==> run_1/met1.png <==
The bar under the picture is 50 um long. Supply wires on this layer in gray.
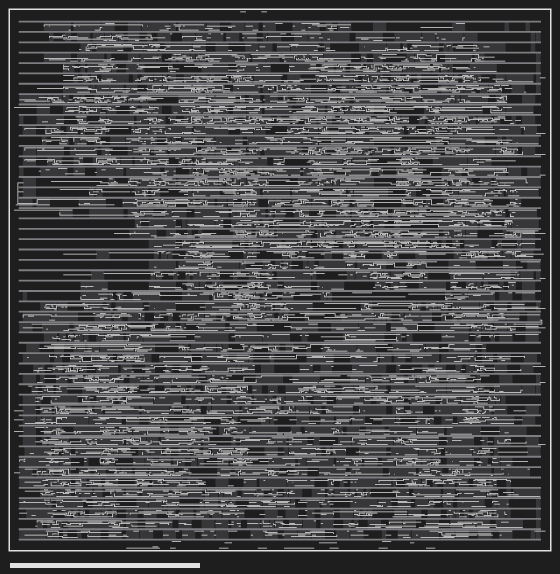
==> run_1/met2.png <==
The bar under the picture is 50 um long.
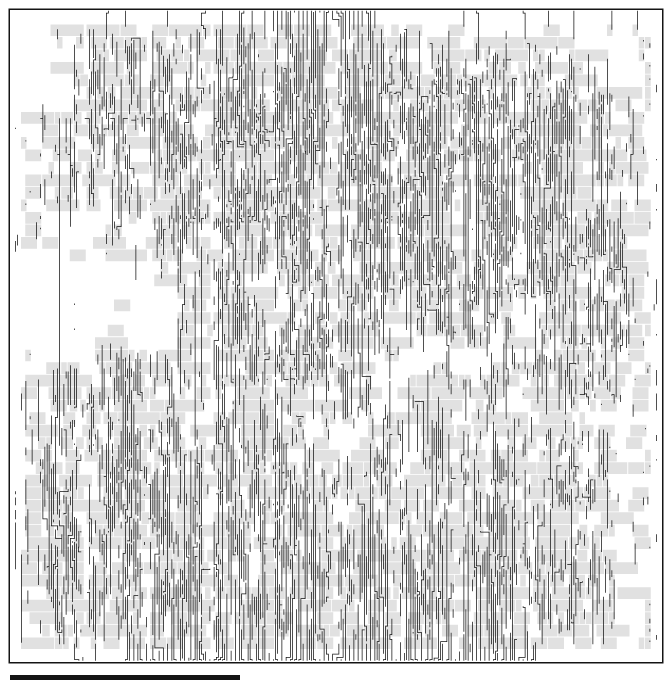
==> run_1/final_congestion.png <==
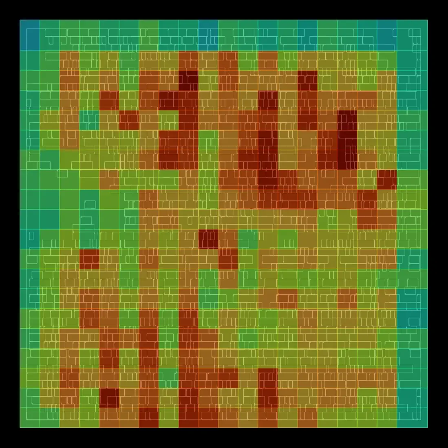
$ cat src/rtl/noc_traffic_node.sv
// NoC endpoint traffic generator/checker: paced packet sender plus framing/payload checking receiver.
// Optional LFSR-driven receive stalls are enabled with `define NOC_TRAFFIC_NODE_STALL_EN.
module noc_traffic_node #(
  parameter int         FLIT_W    = 64,
  parameter int         X_W       = 4,
  parameter int         Y_W       = 4,
  parameter int         X_ID      = 0,
  parameter int         Y_ID      = 0,
  parameter int         DEST_X_ID = 0,
  parameter int         DEST_Y_ID = 0,
  parameter logic [7:0] HEAD_MARK = 8'hA5,
  parameter logic [7:0] TAIL_MARK = 8'h5A
) (
  input  logic                 noc_clk,
  input  logic                 noc_rst,
  input  logic                 send_start,
  input  logic [15:0]          cfg_num_pkts,
  input  logic [7:0]           cfg_len,
  input  logic [7:0]           cfg_gap,
  output logic                 sender_valid,
  input  logic                 sender_ready,
  output logic [FLIT_W-1:0]    sender_flit,
  output logic                 sender_is_header,
  output logic                 sender_is_tail,
  input  logic                 receive_valid,
  output logic                 receive_ready,
  input  logic [FLIT_W-1:0]    receive_flit,
  input  logic                 receive_is_header,
  input  logic                 receive_is_tail,
  output logic                 send_busy,
  output logic                 send_done,
  output logic [15:0]          rx_pkt_cnt,
  output logic [15:0]          rx_err_cnt,
  output logic [X_W+Y_W-1:0]   rx_last_src,
  output logic [2:0]           send_state_dbg,
  output logic [1:0]           recv_state_dbg
);

  // Handshake: a flit moves on any cycle where valid && ready; the sender holds
  // valid, flit and flags stable until that cycle, and the receiver only consumes then.

  localparam int XY_W   = X_W + Y_W;
  localparam int CTRL_W = 8 + 2 * XY_W + 24;
  localparam logic [XY_W-1:0] OWN_XY  = {X_W'(X_ID), Y_W'(Y_ID)};
  localparam logic [XY_W-1:0] DEST_XY = {X_W'(DEST_X_ID), Y_W'(DEST_Y_ID)};

  function automatic logic [FLIT_W-1:0] ctrl_flit(input logic [7:0] mark,
                                                  input logic [15:0] seq,
                                                  input logic [7:0] len);
    logic [FLIT_W-1:0] f;
    f = '0;
    f[FLIT_W-1 -: CTRL_W] = {mark, OWN_XY, DEST_XY, seq, len};
    return f;
  endfunction

  function automatic logic [FLIT_W-1:0] data_flit(input logic [15:0] seq,
                                                  input logic [15:0] k);
    logic [FLIT_W-1:0] f;
    f = '0;
    f[31:0] = {seq, k};
    return f;
  endfunction

  // ---------------- sender ----------------
  typedef enum logic [2:0] {S_IDLE, S_HEAD, S_DATA, S_TAIL, S_GAP} send_state_t;

  send_state_t s_state;
  logic [15:0] num_q;
  logic [7:0]  len_q;
  logic [7:0]  gap_q;
  logic [15:0] seq_q;
  logic [7:0]  idx_q;
  logic [7:0]  gap_cnt;

  logic        s_xfer;
  logic [15:0] seq_nxt;
  logic [7:0]  idx_nxt;
  logic [7:0]  len_m1;

  assign s_xfer  = sender_valid && sender_ready;
  assign seq_nxt = seq_q + 16'd1;
  assign idx_nxt = idx_q + 8'd1;
  assign len_m1  = len_q - 8'd1;
  assign send_state_dbg = s_state;

  always_ff @(posedge noc_clk) begin
    if (noc_rst) begin
      s_state          <= S_IDLE;
      num_q            <= '0;
      len_q            <= '0;
      gap_q            <= '0;
      seq_q            <= '0;
      idx_q            <= '0;
      gap_cnt          <= '0;
      sender_valid     <= 1'b0;
      sender_flit      <= '0;
      sender_is_header <= 1'b0;
      sender_is_tail   <= 1'b0;
      send_busy        <= 1'b0;
      send_done        <= 1'b0;
    end else begin
      send_done <= 1'b0;
      case (s_state)
        S_IDLE: begin
          if (send_start) begin
            num_q <= cfg_num_pkts;
            len_q <= cfg_len;
            gap_q <= cfg_gap;
            seq_q <= '0;
            idx_q <= '0;
            if (cfg_num_pkts == 16'd0) begin
              send_done <= 1'b1;
            end else begin
              s_state          <= S_HEAD;
              send_busy        <= 1'b1;
              sender_valid     <= 1'b1;
              sender_flit      <= ctrl_flit(HEAD_MARK, 16'd0, cfg_len);
              sender_is_header <= 1'b1;
              sender_is_tail   <= 1'b0;
            end
          end
        end
        S_HEAD: begin
          if (s_xfer) begin
            sender_is_header <= 1'b0;
            if (len_q == 8'd0) begin
              s_state        <= S_TAIL;
              sender_flit    <= ctrl_flit(TAIL_MARK, seq_q, len_q);
              sender_is_tail <= 1'b1;
            end else begin
              s_state     <= S_DATA;
              idx_q       <= '0;
              sender_flit <= data_flit(seq_q, 16'd0);
            end
          end
        end
        S_DATA: begin
          if (s_xfer) begin
            if (idx_q == len_m1) begin
              s_state        <= S_TAIL;
              sender_flit    <= ctrl_flit(TAIL_MARK, seq_q, len_q);
              sender_is_tail <= 1'b1;
            end else begin
              idx_q       <= idx_nxt;
              sender_flit <= data_flit(seq_q, {8'd0, idx_nxt});
            end
          end
        end
        S_TAIL: begin
          if (s_xfer) begin
            sender_is_tail <= 1'b0;
            seq_q          <= seq_nxt;
            if (seq_nxt == num_q) begin
              s_state      <= S_IDLE;
              sender_valid <= 1'b0;
              sender_flit  <= '0;
              send_busy    <= 1'b0;
              send_done    <= 1'b1;
            end else if (gap_q == 8'd0) begin
              s_state          <= S_HEAD;
              sender_flit      <= ctrl_flit(HEAD_MARK, seq_nxt, len_q);
              sender_is_header <= 1'b1;
            end else begin
              s_state      <= S_GAP;
              gap_cnt      <= gap_q;
              sender_valid <= 1'b0;
              sender_flit  <= '0;
            end
          end
        end
        S_GAP: begin
          // gap_cnt counts the remaining idle cycles including the current one
          if (gap_cnt == 8'd1) begin
            s_state          <= S_HEAD;
            sender_valid     <= 1'b1;
            sender_flit      <= ctrl_flit(HEAD_MARK, seq_q, len_q);
            sender_is_header <= 1'b1;
          end else begin
            gap_cnt <= gap_cnt - 8'd1;
          end
        end
        default: s_state <= S_IDLE;
      endcase
    end
  end

  // ---------------- receiver ----------------
  typedef enum logic [1:0] {R_HEAD, R_DATA, R_TAIL} recv_state_t;

  recv_state_t     r_state;
  logic [XY_W-1:0] r_src;
  logic [15:0]     r_seq;
  logic [7:0]      r_len;
  logic [7:0]      r_idx;
  logic            r_err;

  logic [7:0]        in_mark;
  logic [XY_W-1:0]   in_src;
  logic [XY_W-1:0]   in_dst;
  logic [15:0]       in_seq;
  logic [7:0]        in_len;
  logic [FLIT_W-1:0] exp_data;
  logic              rx_acc;
  logic              good_head;
  logic              good_tail;
  logic              dst_bad;

  assign in_mark   = receive_flit[FLIT_W-1 -: 8];
  assign in_src    = receive_flit[FLIT_W-9 -: XY_W];
  assign in_dst    = receive_flit[FLIT_W-9-XY_W -: XY_W];
  assign in_seq    = receive_flit[FLIT_W-9-2*XY_W -: 16];
  assign in_len    = receive_flit[FLIT_W-25-2*XY_W -: 8];
  assign exp_data  = data_flit(r_seq, {8'd0, r_idx});
  assign rx_acc    = receive_valid && receive_ready;
  assign good_head = receive_is_header && (in_mark == HEAD_MARK);
  assign good_tail = receive_is_tail && (in_mark == TAIL_MARK) && (in_seq == r_seq);
  assign dst_bad   = (in_dst != OWN_XY);
  assign recv_state_dbg = r_state;

  logic        take_head;
  logic        goto_head;
  logic        data_step;
  logic        data_bad;
  logic        pkt_ok;
  logic [1:0]  err_add;
  logic [16:0] err_sum;

  // A stray header inside a packet costs one error and can also carry a bad dst,
  // so up to two errors may be charged for a single flit.
  always_comb begin
    take_head = 1'b0;
    goto_head = 1'b0;
    data_step = 1'b0;
    data_bad  = 1'b0;
    pkt_ok    = 1'b0;
    err_add   = 2'd0;
    if (rx_acc) begin
      case (r_state)
        R_HEAD: begin
          if (good_head) take_head = 1'b1;
          else           err_add   = 2'd1;
        end
        R_DATA: begin
          if (receive_is_header) begin
            err_add = 2'd1;
            if (good_head) take_head = 1'b1;
            else           goto_head = 1'b1;
          end else if (receive_is_tail) begin
            err_add   = 2'd1;
            goto_head = 1'b1;
          end else begin
            data_step = 1'b1;
            if (receive_flit != exp_data) begin
              data_bad = 1'b1;
              err_add  = 2'd1;
            end
          end
        end
        R_TAIL: begin
          goto_head = 1'b1;
          if (good_tail) pkt_ok  = ~r_err;
          else           err_add = 2'd1;
        end
        default: goto_head = 1'b1;
      endcase
      if (take_head && dst_bad) err_add = err_add + 2'd1;
    end
  end

  assign err_sum = {1'b0, rx_err_cnt} + {15'd0, err_add};

  always_ff @(posedge noc_clk) begin
    if (noc_rst) begin
      r_state     <= R_HEAD;
      r_src       <= '0;
      r_seq       <= '0;
      r_len       <= '0;
      r_idx       <= '0;
      r_err       <= 1'b0;
      rx_pkt_cnt  <= '0;
      rx_err_cnt  <= '0;
      rx_last_src <= '0;
    end else begin
      if (take_head) begin
        r_src   <= in_src;
        r_seq   <= in_seq;
        r_len   <= in_len;
        r_idx   <= '0;
        r_err   <= dst_bad;
        r_state <= (in_len == 8'd0) ? R_TAIL : R_DATA;
      end else if (goto_head) begin
        r_state <= R_HEAD;
      end else if (data_step) begin
        if (data_bad) r_err <= 1'b1;
        if (r_idx == r_len - 8'd1) r_state <= R_TAIL;
        else                       r_idx   <= r_idx + 8'd1;
      end
      if (pkt_ok) begin
        rx_pkt_cnt  <= rx_pkt_cnt + 16'd1;
        rx_last_src <= r_src;
      end
      rx_err_cnt <= err_sum[16] ? 16'hFFFF : err_sum[15:0];
    end
  end

`ifdef NOC_TRAFFIC_NODE_STALL_EN
  // Fibonacci LFSR, taps 16,14,13,11; ready is low when both low bits are set.
  logic [15:0] lfsr;

  always_ff @(posedge noc_clk) begin
    if (noc_rst) begin
      lfsr          <= 16'hACE1;
      receive_ready <= 1'b0;
    end else begin
      lfsr          <= {lfsr[14:0], lfsr[15] ^ lfsr[13] ^ lfsr[12] ^ lfsr[10]};
      receive_ready <= ~(lfsr[1] & lfsr[0]);
    end
  end
`else
  always_ff @(posedge noc_clk) begin
    if (noc_rst) receive_ready <= 1'b0;
    else         receive_ready <= 1'b1;
  end
`endif

endmodule

$ cat config.mk
export PLATFORM = sky130hd
export DESIGN_NAME = noc_traffic_node
export DESIGN_NICKNAME = d
export VERILOG_FILES = /design/src/rtl/noc_traffic_node.sv
export SDC_FILE = /design/constraint.sdc
export NUM_CORES = 1
export LEC_CHECK = 0
export ABC_CLOCK_PERIOD_IN_PS = 7900
export CORE_MARGIN = 2
export CORE_UTILIZATION = 55
export DETAILED_ROUTE_END_ITERATION = 12
export PLACE_DENSITY = 0.85
export RECOVER_POWER = 25
export REMOVE_ABC_BUFFERS = 1
export SYNTH_ARGS = -nofsm -noshare
export SYNTH_HDL_FRONTEND = slang
export SYNTH_SLANG_ARGS = --single-unit
$ cat constraint.sdc
create_clock -name noc_clk -period 7.9 [get_ports noc_clk]
set_clock_uncertainty 0.15 [all_clocks]
set_input_delay 1.58 -clock noc_clk [delete_from_list [all_inputs] [get_ports noc_clk]]
set_output_delay 1.58 -clock noc_clk [all_outputs]
set_load 0.03 [all_outputs]
==> summary.txt, run 1 <==
nonclk buf count: 204
Clock transition at path regs: 0.07 ns
failing checks: capacitance limit, slew limit
Reg area: 0.00380 mm^2
Top cell excl fill/tap: nand2_1
pwr dens: 171 mW/mm^2
Row Count: 50
Worst path most repeated cell: and3_1
Top-Level Pins: 218
delay-heaviest family, CP: simple AND/OR/NAND/NOR gates
critical path required time: 8.09 ns
max-slew violations: 201
synth unique cells: 79
CP max FO: 13
ys flops: 190
relative slew slack: -119%
Placeable Area: 0.0186 mm^2
Reg-to-Reg End: rx_err_cnt[8]
max_cap viols: 4
CTS Buf Count: 17
largest net degree at the start of global routing: 76
die width: 142 um
vias in the first global route: 9,751
layout cells sized above 1: 4.77%
Avg Cell Area, Syn: 7.77 um^2
Cell Area, Synth: 0.0104 mm^2
CP Launch Point: receive_flit[56]
vias per cell: 5.94
multi-input combinational area share: 47.4%
worst slew pin tran: 3.28 ns
1st-iter DRT viols: 937
first-pass GRT wire length: 48,700 um
pre-CTS setup slack: 1.26 ns
post-DP HPWL: 21,500 um
cell count after synthesis: 1,343
Area Overhead vs Synth: 23.1%
antenna-violating nets left: 0
logic area: 0.00609 mm^2
comb_multi_in: 1,045
Sink Count: 190
Final setup viols: 0
Hold Vio Cnt, Final: 0
TritonCTS clock tree: yes
Final Total Pwr: 2.20 mW
signal buffers share of area: 15.6%
ant diodes: 0
Clk Latency, worst-skew pair: 0.44 ns
Synthesis Warnings: 0
hold_buf cts: 0
antenna violations before repair: 0
P_leak: 4.69 nW
Biggest Area Class: multi-input combinational cells
Tmin final: 6.29 ns
htree depth: 4
cts repair resizes: 0
placer's final routability congestion estimate: 0.975
status: finished, violations left
most frequent cells after synthesis: 224 x nand2_1, 190 x dfxtp_1, 146 x a21oi_1
share of the synthesized area in the top cell type: 36.4%
Synth Flop Type: dfxtp_1
Clock Tree Buf Depth: 2
Back to the opening pictures, met1.png:
The longest straight run is 43.7 um. The layer holds 44% of the routed length. The layer carries 13,100 um of wire. 1,467 nets have wire on it. The wires run mostly horizontal.
Vias: 10,200
met1 Resource Use GR: 39.1%
WL final: 30,000 um

Back to the opening pictures, met2.png:
1,314 nets have wire on it. The layer holds 48% of the routed length. The wires run mostly vertical. The longest straight run is 71.1 um.

Back to the opening pictures, final_congestion.png:
Most Used Layer, Global Route: met2
routed len/inst: 17.4 um
All-Layer GR Usage: 29.8%
final core utilization: 68.9%

run 1: worst max-delay path by stage:
stage	endpoint	slack [ns]
2_1_floorplan	rx_err_cnt[8]	2.27
4_1_cts	rx_err_cnt[8]	1.69
3_3_place_gp	rx_err_cnt[8]	1.44
6_report	rx_err_cnt[8]	1.61
5_1_grt	recv_state_dbg[0]	1.21
3_5_place_dp	rx_err_cnt[8]	1.26
run 1: state kept, by name, summed over array words and instances (netlist names), 2 cells and up:
register,count
sender_flit,34
num_q,16
r_seq,16
rx_err_cnt,16
rx_pkt_cnt,16
seq_q,16
gap_cnt,8
gap_q,8
idx_q,8
len_q,8
r_idx,8
r_len,8
r_src,8
rx_last_src,8
send_state_dbg,3
recv_state_dbg,2
run 1: routing by layer:
layer | vias to the layer above | routed length [um] | GRT usage (%)
li1 | 4946 | - | -
met1 | 4801 | 13100 | 39.1
met2 | 416 | 14400 | 49.1
met3 | 64 | 1860 | 4.66
met4 | 0 | 720 | 12.5
met5 | - | 0 | 0
run 1: kinds of logic (layout without fill, tap and decap cells):
group / after synthesis / count (layout) / share of synthesized area [%]
simple gates: 564 / 564 / 25.7
compound gates: 313 / 313 / 18.8
flops: 190 / 190 / 36.4
buf+inv: 131 / 253 / 6.09
xor+xnor: 114 / 114 / 9.64
mux: 18 / 18 / 1.79
fa+ha+maj: 12 / 12 / 1.51
other cells: 1 / 24 / 0.0359
run 1: power by group:
| group | switching [mW] | internal (mW) | leakage, nW | total [mW] |
|---|---|---|---|---|
| Clock | 0.415 | 0.467 | 0.294 | 0.882 |
| Combinational | 0.187 | 0.128 | 2.86 | 0.315 |
| Sequential | 0.0258 | 0.979 | 1.54 | 1.00 |
| Total | 0.628 | 1.57 | 4.69 | 2.20 |
==> run_1/drive_strength.png <==
The bar under the picture is 50 um long.
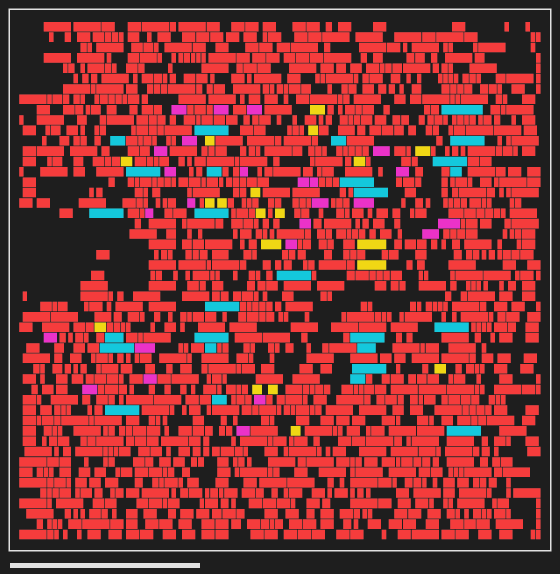

--- run 2 (diff from run 1) ---
ABC_CLOCK_PERIOD_IN_PS = 5600   (was 7900)
CORE_UTILIZATION = 47   (was 55)
PLACE_DENSITY = 0.77   (was 0.85)
clock period = 5.6 ns   (was 7.9 ns; I/O delays follow)
==> run_2/drive_strength.png <==
The bar under the picture is 50 um long.
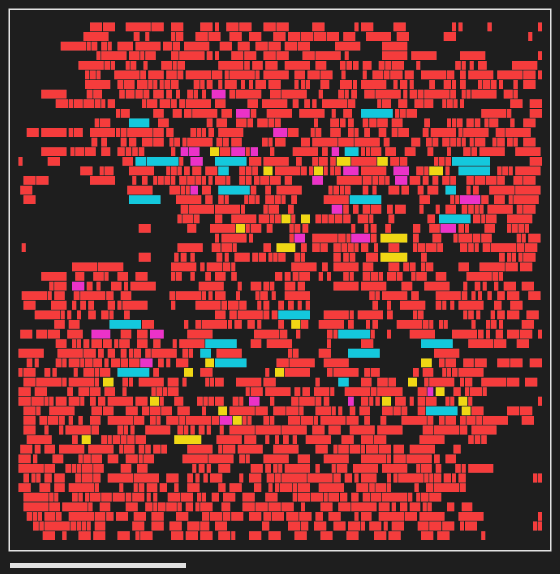
drive 1 or less: shown in red, cells 1,414, share 95%. drive 3 to 4: shown in yellow, cells 28, share 1.9%. drive 2: shown in magenta, cells 27, share 1.8%. drive 6 and up: shown in cyan, cells 25, share 1.7%.

==> run_2/final_congestion.png <==
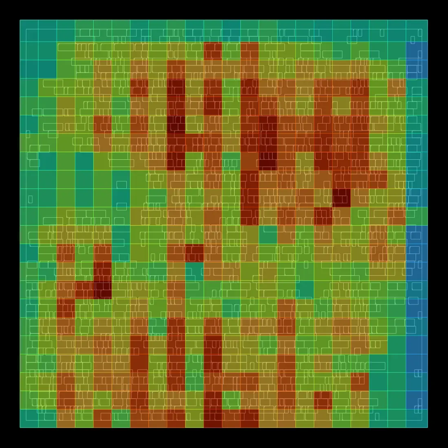
GR Layer Usage met3: 4.91%
met1 Resource Use GR: 33.9%
routed len/inst: 16.9 um
final core utilization: 59.4%
GRT met2 Usage: 40.6%

==> run 2 against run 1 <==
The flow still finishes with violations (capacitance limit, slew limit); die area is 17% higher; first-iteration DRC count decreased by 6.3%; hold slack better by 0.0014 ns; global-route usage fell by 4.7 points; critical path type unchanged; sequential cell count unchanged; sequential share of layout area shrank 0.24 points.
==> summary.txt, run 2 <==
status: finished, violations left
failing checks: capacitance limit, slew limit
max reg flops: 34 (unchanged)
antenna-violating nets left: 0 (unchanged)
area leader, netlist: dfxtp_1
max_cap viols: 2 (-2)
share of total power in combinational logic: 14.5% (+0.2 points)
internal power: 2.19 mW (+39%)
Seq pwr share: 46.2% (+0.6 points)
htree depth: 4 (unchanged)
# nets final: 1,596
switching share of total power: 28.7% (+0.15 points)
Synthesis Warnings: 0 (unchanged)
synth unique cells: 79 (unchanged)
hold_buf cts: 0 (unchanged)
post-CTS setup buffers: 0
Top power group: registers
Worst path most repeated cell: and3_1
share of the synthesized area in the top cell type: 36.4% (unchanged)
critical path required time: 5.83 ns (-2.26 ns)
vias per cell: 5.67 (-4.5%)
Synth Flop Type: dfxtp_1
Top-Level Pins: 218 (unchanged)
layout cells sized above 1: 5.35% (+0.58 points)
ys flops: 190 (unchanged)
Clk Latency, worst-skew pair: 0.44 ns (about the same)
Area Overhead vs Synth: 24.1%
Row Count: 54 (+8.0%)
cts repair resizes: 0 (unchanged)
Yosys top cell by instances: nand2_1
cell count after synthesis: 1,343 (unchanged)
Hold Vio Cnt, Final: 0 (unchanged)
# Cells Yosys: 1,343
period utilisation layout: 93.1%
Clock transition at path regs: 0.08 ns (about the same)
Clk pwr share: 39.4% (-0.7 points)
Avg Cell Area, Syn: 7.77 um^2 (unchanged)
P_leak: 4.83 nW (+2.8%)
WL final: 29,900 um (-0.27%)
Tmin final: 5.21 ns
combinational cell power: 0.443 mW (+41%)
post-DP HPWL: 21,800 um (+1.5%)
first-pass GRT wire length: 48,900 um (+0.45%)
1st-iter DRT viols: 878 (-6.3%)
Final setup viols: 0 (unchanged)
worst slew pin tran: 2.21 ns (-1.07 ns)
Final Total Pwr: 3.07 mW (+39%)
HP Class: flop to flop
type of origin of the critical path: input pin
max-slew violations: 85 (-58%)
crit-path max cell delay: 0.59 ns
vias in the first global route: 9,596 (-1.6%)
die width: 153 um (+7.9%)
DRC: 0
Sink Count: 190 (unchanged)
Detailed Routing Iterations Pass 1: 5
Worst VDD drop: 181 uV
TritonCTS clock tree: yes
Vias: 10,100 (-1.6%)
P_seq: 1.42 mW (+42%)
most frequent cells after synthesis: 224 x nand2_1, 190 x dfxtp_1, 146 x a21oi_1
CP max FO: 13 (unchanged)
clock-net power: 1.21 mW (+37%)
Most flops, register: sender_flit
pwr dens: 237 mW/mm^2 (+38%)
Top cell excl fill/tap: nand2_1
ant diodes: 0 (unchanged)
relative slew slack: -47.4% (+71 points)
Placeable Area: 0.0218 mm^2 (+17%)
All-Layer GR Usage: 25.1% (-4.7 points)
Cell Area, Synth: 0.0104 mm^2 (unchanged)
largest net degree at the start of global routing: 65 (-14%)
CTS Buf Count: 17 (unchanged)
Clock Tree Buf Depth: 2 (unchanged)
dpl cells: 1,742
RSZ-0062 raised after global routing: false
placer's final routability congestion estimate: 0.962 (-1.3%)
antenna violations before repair: 0 (unchanged)
switching pwr: 0.879 mW (+40%)
Filler cells: 2,009
pre-CTS setup slack: -0.0692 ns (-1.33 ns)
==> run_2/met1.png <==
The bar under the picture is 50 um long. Supply wires on this layer in gray.
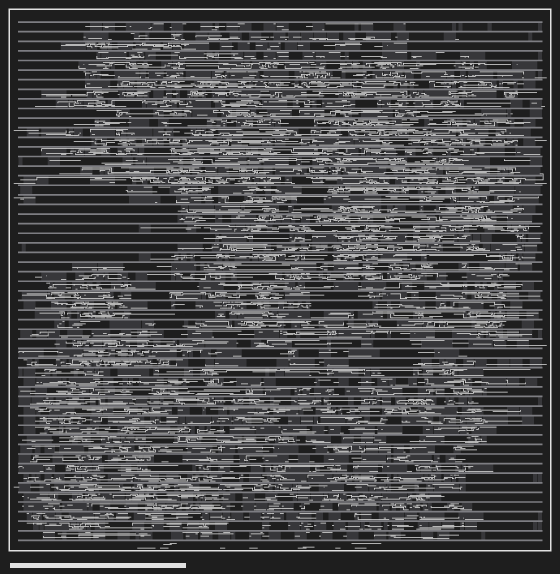
The layer holds 45% of the routed length. The layer carries 13,300 um of wire. 1,449 nets have wire on it. The longest straight run is 52.4 um.

-- run 2: area by class of cell --
class | instances | area (um^2) | share of cell area (%)
clock buffer | 17 | 425 | 3.28
clock inverter | 15 | 153 | 1.18
inverter | 17 | 63.8 | 0.493
multi-input combinational | 1045 | 6110 | 47.1
sequential | 190 | 3800 | 29.4
tap | 280 | 350 | 2.70
timing repair buffer | 210 | 2050 | 15.8
-- run 2: final timing paths --
path / startpoint / to / slack, ns / depth (start not counted)
setup / recovery: receive_flit[56] / rx_err_cnt[8] / 0.39 / 21
hold / removal: sender_flit[27] / sender_flit[27] / 0.28 / 2
setup reg to reg: r_idx[1] / rx_err_cnt[8] / 1.33 / 21
hold reg to reg: sender_flit[27] / sender_flit[27] / 0.28 / 2
-- run 2: metal layers --
layer	track usage, %	share of wire (%)	vias up
met1	33.9	44	4705
met2	40.6	47	350
li1	-	-	4959
met4	7.89	2.4	0
met3	4.91	6.2	49
met5	0	0	-
-- run 2: critical path: cells and delay by family --
kind,cells,cell delay [ns]
compound gates,3,0.30
fa+ha+maj,3,0.87
simple gates,12,2.46
buf+inv,3,0.67
-- run 2: cells by family (layout without fill, tap and decap cells) --
family          Yosys count  count (layout)  synth area share, %
simple gates            564             564                 25.7
compound gates          313             313                 18.8
flops                   190             190                 36.4
buf+inv                 131             259                 6.09
xor+xnor                114             114                 9.64
mux                      18              18                 1.79
fa+ha+maj                12              12                 1.51
other cells               1              24               0.0359
-- run 2: metrics by stage --
stage          hold WS (ns)  instance area, um^2  setup TNS [ns]
3_3_place_gp          0.280                12400               0
2_1_floorplan         0.280                 9950               0
4_1_cts               0.291                12900               0
3_5_place_dp          0.280                12400          -0.396
5_1_grt               0.305                13000               0
6_report              0.284                13000               0
Power and IR drop assume default switching activity.
